## src/rtl/iir_pkg.sv

```systemverilog
//------------------------------------------------------------------------------
// Module      : iir_pkg
// Description : Shared types and requantizing helpers for the IIR datapath.
// Revision    : 1.0 - initial release
//------------------------------------------------------------------------------
`default_nettype none

package iir_pkg;

    typedef enum logic [0:0] {
        PRIME = 1'b0,
        RUN   = 1'b1
    } state_t;

    typedef struct packed {
        logic [31:0] q;
        logic        clip;
    } rq_t;

    function automatic logic [31:0] midscale(input int da_w);
        return 32'd1 << (da_w - 1);
    endfunction

    // Two's complement to offset binary: flip the sign bit of the w-bit word.
    function automatic logic [31:0] to_offset_bin(input logic [31:0] q, input int w);
        return (q ^ (32'd1 << (w - 1))) & ((32'd1 << w) - 32'd1);
    endfunction

    // Half-up round by 'shift' bits, then clip into a signed w-bit range.
    function automatic rq_t round_sat(input int x, input int shift, input int w);
        int  r;
        int  hi;
        int  lo;
        rq_t res;
        r        = (x + (1 << (shift - 1))) >>> shift;
        hi       = (1 << (w - 1)) - 1;
        lo       = -(1 << (w - 1));
        res.q    = r;
        res.clip = 1'b0;
        if (r > hi) begin
            res.q    = hi;
            res.clip = 1'b1;
        end else if (r < lo) begin
            res.q    = lo;
            res.clip = 1'b1;
        end
        return res;
    endfunction

endpackage

`default_nettype wire

```

## src/rtl/iir_dac_tx_sample_fifo.sv

```systemverilog
//------------------------------------------------------------------------------
// Module      : sample_fifo
// Description : Synchronous FIFO with registered occupancy, full and empty.
// Revision    : 1.0 - initial release
//------------------------------------------------------------------------------
`default_nettype none

module sample_fifo #(
    parameter int WIDTH = 10,
    parameter int DEPTH = 4
) (
    input  logic                     clk,
    input  logic                     rst_n,
    input  logic                     i_wr_en,
    input  logic [WIDTH-1:0]         i_wr_data,
    input  logic                     i_rd_en,
    output logic [WIDTH-1:0]         o_rd_data,
    output logic                     o_full,
    output logic                     o_empty,
    output logic [$clog2(DEPTH):0]   o_count
);

    localparam int c_PTR_W = (DEPTH > 1) ? $clog2(DEPTH) : 1;

    logic [WIDTH-1:0]        r_mem [DEPTH];
    logic [c_PTR_W-1:0]      r_wr_ptr;
    logic [c_PTR_W-1:0]      r_rd_ptr;
    logic [$clog2(DEPTH):0]  r_count;
    logic                    w_wr;
    logic                    w_rd;

    assign o_full    = (r_count == ($clog2(DEPTH)+1)'(DEPTH));
    assign o_empty   = (r_count == '0);
    assign o_count   = r_count;
    assign o_rd_data = r_mem[r_rd_ptr];
    assign w_wr      = i_wr_en & ~o_full;
    assign w_rd      = i_rd_en & ~o_empty;

    // Storage is not reset; the pointers alone define what is valid.
    always_ff @(posedge clk) begin
        if (w_wr) begin
            r_mem[r_wr_ptr] <= i_wr_data;
        end
    end

    always_ff @(posedge clk or negedge rst_n) begin
        if (!rst_n) begin
            r_wr_ptr <= '0;
            r_rd_ptr <= '0;
            r_count  <= '0;
        end else begin
            if (w_wr) begin
                r_wr_ptr <= r_wr_ptr + 1'b1;
            end
            if (w_rd) begin
                r_rd_ptr <= r_rd_ptr + 1'b1;
            end
            case ({w_wr, w_rd})
                2'b10:   r_count <= r_count + 1'b1;
                2'b01:   r_count <= r_count - 1'b1;
                default: r_count <= r_count;
            endcase
        end
    end

endmodule

`default_nettype wire

```

## src/rtl/iir_dac_tx.sv

```systemverilog
//------------------------------------------------------------------------------
// Module      : iir_dac_tx
// Description : Requantizes filter samples to offset binary and paces them to
//               a parallel DAC with a generated DAC clock.
// Revision    : 1.0 - initial release
//------------------------------------------------------------------------------
`default_nettype none

module iir_dac_tx
    import iir_pkg::*;
#(
    parameter int DIN_W      = 12,
    parameter int DA_W       = 10,
    parameter int DIV        = 4,
    parameter int FIFO_DEPTH = 4,
    parameter int PRIME_LVL  = 2
) (
    input  logic              sys_clk,
    input  logic              sys_rst_n,
    input  logic [DIN_W-1:0]  din,
    input  logic              din_valid,
    output logic              din_ready,
    input  logic              clr,
    output logic              da_clk,
    output logic [DA_W-1:0]   da_data,
    output logic              underrun,
    output logic [15:0]       sat_cnt
);

    localparam int                  c_SHIFT    = DIN_W - DA_W;
    localparam int                  c_CNT_W    = $clog2(DIV);
    localparam int                  c_OCC_W    = $clog2(FIFO_DEPTH) + 1;
    localparam logic [c_CNT_W-1:0]  c_DIV_LAST = c_CNT_W'(DIV - 1);
    localparam logic [c_CNT_W-1:0]  c_HALF     = c_CNT_W'(DIV / 2);
    localparam logic [c_OCC_W-1:0]  c_PRIME    = c_OCC_W'(PRIME_LVL);
    localparam logic [DA_W-1:0]     c_MID      = DA_W'(midscale(DA_W));

    logic [c_CNT_W-1:0]  r_div_cnt;
    logic                r_da_clk;
    logic [DA_W-1:0]     r_da_data;
    state_t              r_state;
    logic                r_underrun;
    logic [15:0]         r_sat_cnt;

    logic [c_CNT_W-1:0]  w_div_nxt;
    logic                w_strobe;
    rq_t                 w_rq;
    logic [DA_W-1:0]     w_wr_word;
    logic                w_push;
    logic                w_pop;
    logic                w_full;
    logic                w_empty;
    logic [c_OCC_W-1:0]  w_count;
    logic [DA_W-1:0]     w_head;

    assign w_strobe  = (r_div_cnt == c_DIV_LAST);
    assign w_div_nxt = w_strobe ? '0 : r_div_cnt + 1'b1;
    assign din_ready = ~w_full;
    assign w_push    = din_valid & ~w_full;
    assign w_pop     = w_strobe & (r_state == RUN) & ~w_empty;

    always_comb begin
        w_rq      = round_sat(int'($signed(din)), c_SHIFT, DA_W);
        w_wr_word = DA_W'(to_offset_bin(w_rq.q, DA_W));
    end

    sample_fifo #(
        .WIDTH (DA_W),
        .DEPTH (FIFO_DEPTH)
    ) u_fifo (
        .clk       (sys_clk),
        .rst_n     (sys_rst_n),
        .i_wr_en   (w_push),
        .i_wr_data (w_wr_word),
        .i_rd_en   (w_pop),
        .o_rd_data (w_head),
        .o_full    (w_full),
        .o_empty   (w_empty),
        .o_count   (w_count)
    );

    // da_clk follows the next divider value so it falls together with a new da_data.
    always_ff @(posedge sys_clk or negedge sys_rst_n) begin
        if (!sys_rst_n) begin
            r_div_cnt  <= '0;
            r_da_clk   <= 1'b0;
            r_da_data  <= c_MID;
            r_state    <= PRIME;
            r_underrun <= 1'b0;
            r_sat_cnt  <= '0;
        end else begin
            r_div_cnt <= w_div_nxt;
            r_da_clk  <= (w_div_nxt >= c_HALF);

            if (clr) begin
                r_underrun <= 1'b0;
            end

            if (w_push && w_rq.clip) begin
                if (clr) begin
                    r_sat_cnt <= 16'd1;
                end else if (r_sat_cnt != 16'hFFFF) begin
                    r_sat_cnt <= r_sat_cnt + 16'd1;
                end
            end else if (clr) begin
                r_sat_cnt <= '0;
            end

            if (w_strobe) begin
                case (r_state)
                    PRIME: begin
                        if (w_count >= c_PRIME) begin
                            r_state <= RUN;
                        end
                    end
                    RUN: begin
                        if (!w_empty) begin
                            r_da_data <= w_head;
                        end else begin
                            r_underrun <= 1'b1;
                            r_state    <= PRIME;
                        end
                    end
                    default: r_state <= PRIME;
                endcase
            end
        end
    end

    assign da_clk   = r_da_clk;
    assign da_data  = r_da_data;
    assign underrun = r_underrun;
    assign sat_cnt  = r_sat_cnt;

endmodule

`default_nettype wire

```

## config.mk

```make
export PLATFORM = sky130hd
export DESIGN_NAME = iir_dac_tx
export DESIGN_NICKNAME = d
export VERILOG_FILES = /design/src/rtl/iir_pkg.sv /design/src/rtl/iir_dac_tx_sample_fifo.sv /design/src/rtl/iir_dac_tx.sv
export SDC_FILE = /design/constraint.sdc
export NUM_CORES = 1
export LEC_CHECK = 0
export ABC_AREA = 0
export CORE_ASPECT_RATIO = 0.8
export CORE_UTILIZATION = 56
export DETAILED_ROUTE_END_ITERATION = 7
export PLACE_DENSITY_LB_ADDON = 0.15
export SETUP_SLACK_MARGIN = 0.1
export SYNTH_ARGS = -nofsm -noshare
export SYNTH_HDL_FRONTEND = slang
export SYNTH_HIERARCHICAL = 1
export SYNTH_SLANG_ARGS = --single-unit
```

## constraint.sdc

```tcl
create_clock -name sys_clk -period 2.5 [get_ports sys_clk]
set_input_delay 0.5 -clock sys_clk [delete_from_list [all_inputs] [get_ports sys_clk]]
set_output_delay 0.5 -clock sys_clk [all_outputs]
set_load 0.005 [all_outputs]
```

==> images/class_map.png <==
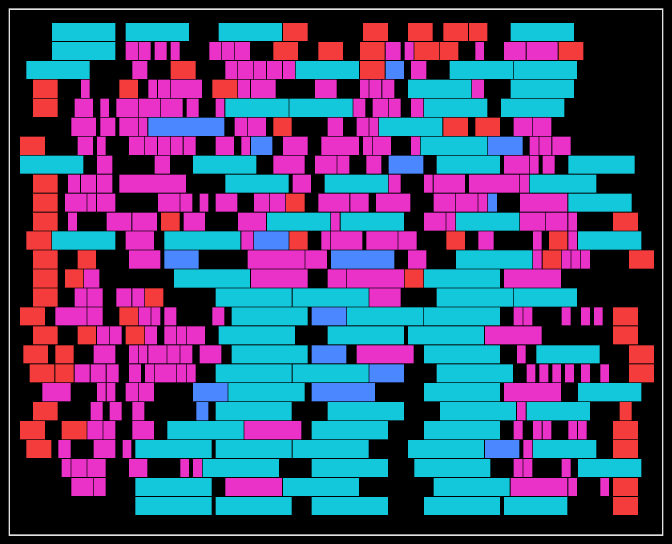
legend:
  magenta:
    class: remaining logic cells
    cells: 221
    share_of_their_area: 35%
  red:
    class: remaining buffers and delay cells
    cells: 62
    share_of_their_area: 13%
  blue:
    class: clock drivers and dummy loads
    cells: 16
    share_of_their_area: 5.1%
  cyan:
    class: registers
    cells: 77
    share_of_their_area: 48%

==> images/ff_map.png <==
Other sequential cells in the stronger grey, the rest of the logic in the fainter grey.
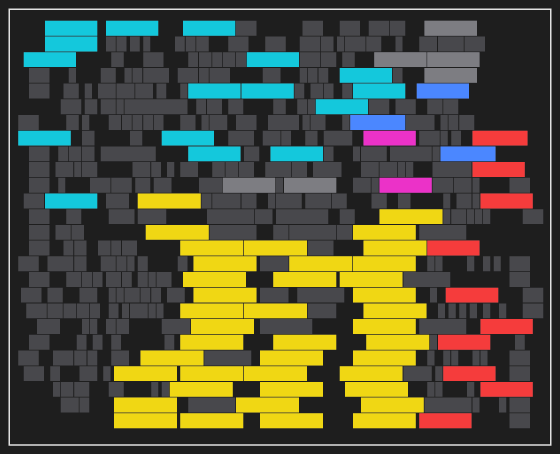
legend:
  yellow:
    signal: u_fifo/r_mem
    sequential_cells: 40
  cyan:
    signal: sat_cnt
    sequential_cells: 16
  blue:
    signal: u_fifo/o_count
    sequential_cells: 3
  magenta:
    signal: u_fifo/r_rd_ptr
    sequential_cells: 2
  red:
    signal: da_data
    sequential_cells: 10
not coloured: 6

==> images/clock_nets.png <==
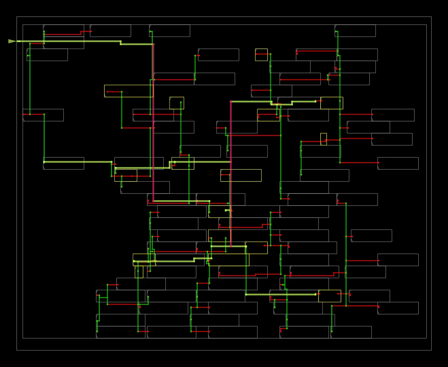
CTS buffer count: 9
Num Clock Sinks: 77
clock latency at the later pin of the worst-skew pair: 0.34 ns
clock buf count: 12
Clk. pwr: 1.04 mW

==> images/gates.png <==
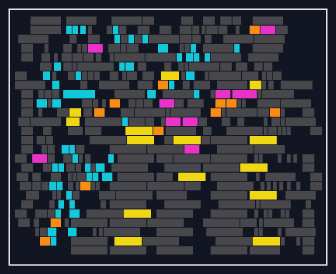
legend:
  cyan:
    family: aoi and oai cells
    cells: 49
  yellow:
    family: mux cells
    cells: 14
  magenta:
    family: fa/ha/maj cells
    cells: 9
  orange:
    family: xor and xnor cells
    cells: 12

==> images/clock_wires.png <==
Scale bar: 20 um.
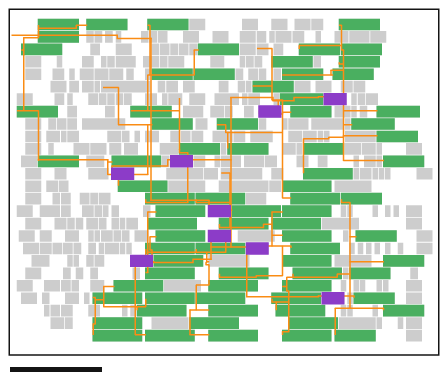
legend:
  purple:
    item: clock-net drivers
    count: 9
  orange:
    item: clock wires
    length: 882 um
  green:
    item: flip-flops
    count: 77
routed clock nets: 10

## cell usage after synthesis (5+ instances only)
library cell  count  area share, %
inv_1            11            1.1
nand2_1          49            4.9
nor2_1           10            1.0
a21oi_1          16            2.1
edfxtp_1         40             32
mux4_2           10            6.0
and3_1            5           0.83
nor3_1            7           0.93
o21ai_0          14            1.9
clkbuf_1          8           0.80
xor2_1            8            1.9
ha_1              8            2.7
a31oi_1           5           0.83
nand3_1          12            1.6
dfrtp_1          36             24
## worst register-to-register path: cells and delay by family, from the launching register on
family / cells / cell delay [ns]
AND/OR/NAND/NOR: 4 / 0.69
buffers and inverters: 2 / 0.12
adder cells (fa/ha/maj): 2 / 0.54
flip-flops: 1 / 0.45
XOR/XNOR: 2 / 0.36
==> deck_impl_summary.md <==
Synthesis and Place & Route Summary

Status
  • Outcome: complete, no violations

Drt
  • Starting DRT DRC Count: 140
  • DR vias/cell: around 5.7
  • Final WL: 7440 um
  • DR vias: 2,601
  • Max Used Layer: met4

Die
  • Num rows: 26
  • Starting density of the core: 58.3%
  • Number of I/O pins: approximately 45
  • Die span in y: 75.2 um

Clock tree
  • Clock slew at reported path FFs: roughly 0.080 ns

Finish
  • Share of layout cells above drive strength 1: approximately a fifth
  • Non-filler instance count after layout: ~460
  • Logic share of the area: 32.9%
  • Non-clock buffers: about 62
  • Final core occ: a little under three quarters
  • Clock-cell share: 4.99%

Yosys
  • Yosys Warn Count: 6
  • Compound Share, Synth: under 10%
  • YS chip area: approximately 3800 um2
  • Adder Share, Synth: 3.20%
  • Synth cell types: about 65
  • Yosys cell count: a little over 300

GRT
  • Met3 Usage GRT: between 6 and 7%
  • Initial antenna violation count: 0
  • Total grt overflow: 0

Pwr
  • Max IR drop VDD: roughly 0.00034 V
  • Top power group: sequential cells
  • LEAKAGE: between 1.5 and 2 nW
  • Comb pwr share: approximately 25%
  • Clk network pwr share: 26.6%

Critical path
  • WP buf/inv: 3
  • Worst setup endpoint: din_ready
  • Cell breakdown of the critical path: nor3b_4 > buf_4 > inv_1 > clkdlybuf4s50_1
  • Critical Path RT: ~2 ns
  • WP depth: 4
  • CP max stage cell: dfrtp_1

Place
  • Pre-CTS setup slack: -0.0220 ns
  • Placed cells: approximately 440

Timing
  • Final slew viol count: 0
  • Fmax: 445 MHz
Power figures rest on the tool's default switching activity, not on a simulated workload.
